Figure 1. A small window of the routed layout.
Region (19, 44) to (44, 69) um. Cells in gray, sequential cells in the stronger gray; small squares are vias.
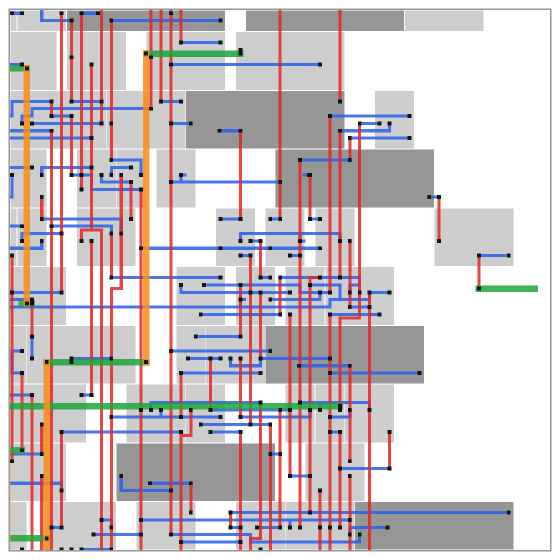
Figure 2. Metal 1.
Scale: 4 px per um.
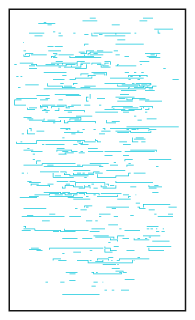
**src/rtl/calc_pkg.sv**
```systemverilog
// Shared encodings for the N-bit load-and-add calculator: FSM states, op codes
// and the state-indicator LED mapping.
package calc_pkg;

  typedef enum logic [2:0] {
    S_EMPTY = 3'd0,
    S_A     = 3'd1,
    S_B     = 3'd2,
    S_READY = 3'd3,
    S_DONE  = 3'd4
  } state_t;

  localparam logic [1:0] OP_ADD = 2'b00;
  localparam logic [1:0] OP_SUB = 2'b01;
  localparam logic [1:0] OP_AND = 2'b10;
  localparam logic [1:0] OP_OR  = 2'b11;

  // {READY|DONE, B loaded, A loaded}
  function automatic logic [2:0] stateLeds(input state_t s);
    logic [2:0] leds;
    leds = 3'b000;
    case (s)
      S_A:             leds = 3'b001;
      S_B:             leds = 3'b010;
      S_READY, S_DONE: leds = 3'b111;
      default:         leds = 3'b000;
    endcase
    return leds;
  endfunction

endpackage

```
**src/rtl/btn_pulse.sv**
```systemverilog
// Raw button -> synchroniser chain -> saturating debounce counter -> single
// registered pulse per press; a release is needed before the next pulse.
module btn_pulse #(
  parameter int unsigned SYNC_STAGES     = 2,
  parameter int unsigned DEBOUNCE_CYCLES = 4
) (
  input  logic clk,
  input  logic rst,
  input  logic btn_raw,
  output logic pulse
);

  localparam int unsigned CW = $clog2(DEBOUNCE_CYCLES + 1);
  localparam logic [CW-1:0] CNT_MAX  = CW'(DEBOUNCE_CYCLES);
  localparam logic [CW-1:0] CNT_LAST = CW'(DEBOUNCE_CYCLES - 1);
  localparam logic [CW-1:0] CNT_ONE  = CW'(1);

  logic [SYNC_STAGES-1:0] syncQ;
  logic [CW-1:0]          cnt;
  logic                   synced;

  assign synced = syncQ[SYNC_STAGES-1];

  // Pulse fires on the edge where the count reaches its limit; saturation blocks repeats.
  always_ff @(posedge clk) begin
    if (rst) begin
      syncQ <= '0;
      cnt   <= '0;
      pulse <= 1'b0;
    end else begin
      syncQ <= {syncQ[SYNC_STAGES-2:0], btn_raw};
      pulse <= synced && (cnt == CNT_LAST);
      if (!synced) begin
        cnt <= '0;
      end else if (cnt != CNT_MAX) begin
        cnt <= cnt + CNT_ONE;
      end
    end
  end

endmodule

```
**src/rtl/calc_nbit_core.sv**
```systemverilog
// Parametrised load-and-compute calculator: captures two operands on debounced
// button presses and drives a registered ADD/SUB/AND/OR result to the LEDs.
module calc_nbit_core #(
  parameter int unsigned WIDTH           = 4,
  parameter int unsigned SYNC_STAGES     = 2,
  parameter int unsigned DEBOUNCE_CYCLES = 4
) (
  input  logic             clk,
  input  logic             rst,
  input  logic [WIDTH-1:0] inA,
  input  logic [WIDTH-1:0] inB,
  input  logic             btnLoadA,
  input  logic             btnLoadB,
  input  logic [1:0]       op_sel,
  output logic [WIDTH:0]   led_out,
  output logic             result_valid,
  output logic [2:0]       state_led
);

  import calc_pkg::*;

  localparam int unsigned RW = WIDTH + 1;

  logic          pulseA;
  logic          pulseB;
  logic [WIDTH-1:0] regA;
  logic [WIDTH-1:0] regB;
  logic [1:0]    opUsed;
  logic [1:0]    opNext;
  logic [RW-1:0] aluRes;
  logic [RW-1:0] ledNext;
  logic          validNext;
  state_t        state;
  state_t        stateNext;

  btn_pulse #(
    .SYNC_STAGES    (SYNC_STAGES),
    .DEBOUNCE_CYCLES(DEBOUNCE_CYCLES)
  ) uBtnA (
    .clk    (clk),
    .rst    (rst),
    .btn_raw(btnLoadA),
    .pulse  (pulseA)
  );

  btn_pulse #(
    .SYNC_STAGES    (SYNC_STAGES),
    .DEBOUNCE_CYCLES(DEBOUNCE_CYCLES)
  ) uBtnB (
    .clk    (clk),
    .rst    (rst),
    .btn_raw(btnLoadB),
    .pulse  (pulseB)
  );

  // Zero-extending to RW bits makes the top bit carry for ADD and borrow for SUB.
  always_comb begin
    aluRes = '0;
    case (op_sel)
      OP_ADD:  aluRes = {1'b0, regA} + {1'b0, regB};
      OP_SUB:  aluRes = {1'b0, regA} - {1'b0, regB};
      OP_AND:  aluRes = {1'b0, regA & regB};
      OP_OR:   aluRes = {1'b0, regA | regB};
      default: aluRes = '0;
    endcase
  end

  always_comb begin
    stateNext = state;
    ledNext   = led_out;
    validNext = 1'b0;
    opNext    = opUsed;
    case (state)
      S_EMPTY: begin
        if (pulseA && pulseB) stateNext = S_READY;
        else if (pulseA)      stateNext = S_A;
        else if (pulseB)      stateNext = S_B;
      end
      S_A: if (pulseB) stateNext = S_READY;
      S_B: if (pulseA) stateNext = S_READY;
      S_READY: begin
        stateNext = S_DONE;
        ledNext   = aluRes;
        validNext = 1'b1;
        opNext    = op_sel;
      end
      S_DONE: begin
        // Any new operand or a different op invalidates the shown result.
        validNext = 1'b1;
        if (pulseA || pulseB || (op_sel != opUsed)) begin
          stateNext = S_READY;
          validNext = 1'b0;
        end
      end
      default: stateNext = S_EMPTY;
    endcase
  end

  always_ff @(posedge clk) begin
    if (rst) begin
      state        <= S_EMPTY;
      regA         <= '0;
      regB         <= '0;
      opUsed       <= OP_ADD;
      led_out      <= '0;
      result_valid <= 1'b0;
      state_led    <= 3'b000;
    end else begin
      state        <= stateNext;
      regA         <= pulseA ? inA : regA;
      regB         <= pulseB ? inB : regB;
      opUsed       <= opNext;
      led_out      <= ledNext;
      result_valid <= validNext;
      state_led    <= stateLeds(stateNext);
    end
  end

endmodule
```
**config.mk**
```make
export PLATFORM = sky130hd
export DESIGN_NAME = calc_nbit_core
export DESIGN_NICKNAME = d
export VERILOG_FILES = /design/src/rtl/calc_pkg.sv /design/src/rtl/btn_pulse.sv /design/src/rtl/calc_nbit_core.sv
export SDC_FILE = /design/constraint.sdc
export NUM_CORES = 1
export LEC_CHECK = 0
export CAP_MARGIN = 5
export CORE_ASPECT_RATIO = 1.75
export CORE_UTILIZATION = 53
export DETAILED_ROUTE_END_ITERATION = 6
export MAX_ROUTING_LAYER = met4
export PLACE_DENSITY = 0.87
export RECOVER_POWER = 50
export SLEW_MARGIN = 20
export SYNTH_ARGS = -nofsm -noshare
export SYNTH_HDL_FRONTEND = slang
export SYNTH_SLANG_ARGS = --single-unit
```
**constraint.sdc**
```tcl
create_clock -name clk -period 2.5 [get_ports clk]
set_input_delay 0.25 -clock clk [delete_from_list [all_inputs] [get_ports clk]]
set_output_delay 0.25 -clock clk [all_outputs]
set_load 0.01 [all_outputs]
```
==> flow_summary.toml <==
# flow metrics
[cts]
cts_made_buffers = 5
cts_hold_buf = 0
cts_tree = "done"

[drt]
drtIter0Drc = 48
drtAntennaViolNets = 0
vias = 1283
routed.top_layer = "met4"
drc = 1

[logic_synthesis]
syn-cell-area_um2 = 1613
topCellsByArea = "dfxtp_1 42%, ha_1 10%, mux2i_1 6.2%"
edf_count = 0
ys.flop_type = "dfxtp_1"
xor_area_frac = 0.04344

[finish]
flops = 34
final-nonclk-buf-share = 0.1271

[outcome]
status = "complete, but fails checks"
violations = "design-rule violations"

[global_routing]
use_met3 = 0.06715
antenna_found_initial = 0
busiest_layer = "met2"

[critical_path]
worst-r2r-setup-slack_ns = 0.31
cp_num_cells = 8
crit_path_end = "led_out[3]"
path_class = "reg -> reg"

[power_and_ir_drop]
pg_seq_mw = 0.547
swShare = 0.2141
power_leader = "sequential cells"
p_leak_nw = 0.7073

[floorplanning]
io_pins = 23
die_width_um = 43.70

[final_timing]
tightest_slew_ns = 0.6364

[placement]
place_congestion = 0.9765
-- Figure 1 (at the start) --
Key: met1 = blue; met3 = green; met2 = red; met4 = orange
42 logic cells have their middle in the window. Netlist names of flops here include state (3), state_led (2). Sequential cells in the window: 5. Most frequent: a21oi_1 (5), dfxtp_1 (5), clkdlybuf4s50_1 (4).

-- Figure 2 (at the start) --
The layer holds 35% of the routed length. 206 nets have wire on it. The longest straight run is 25.3 um.

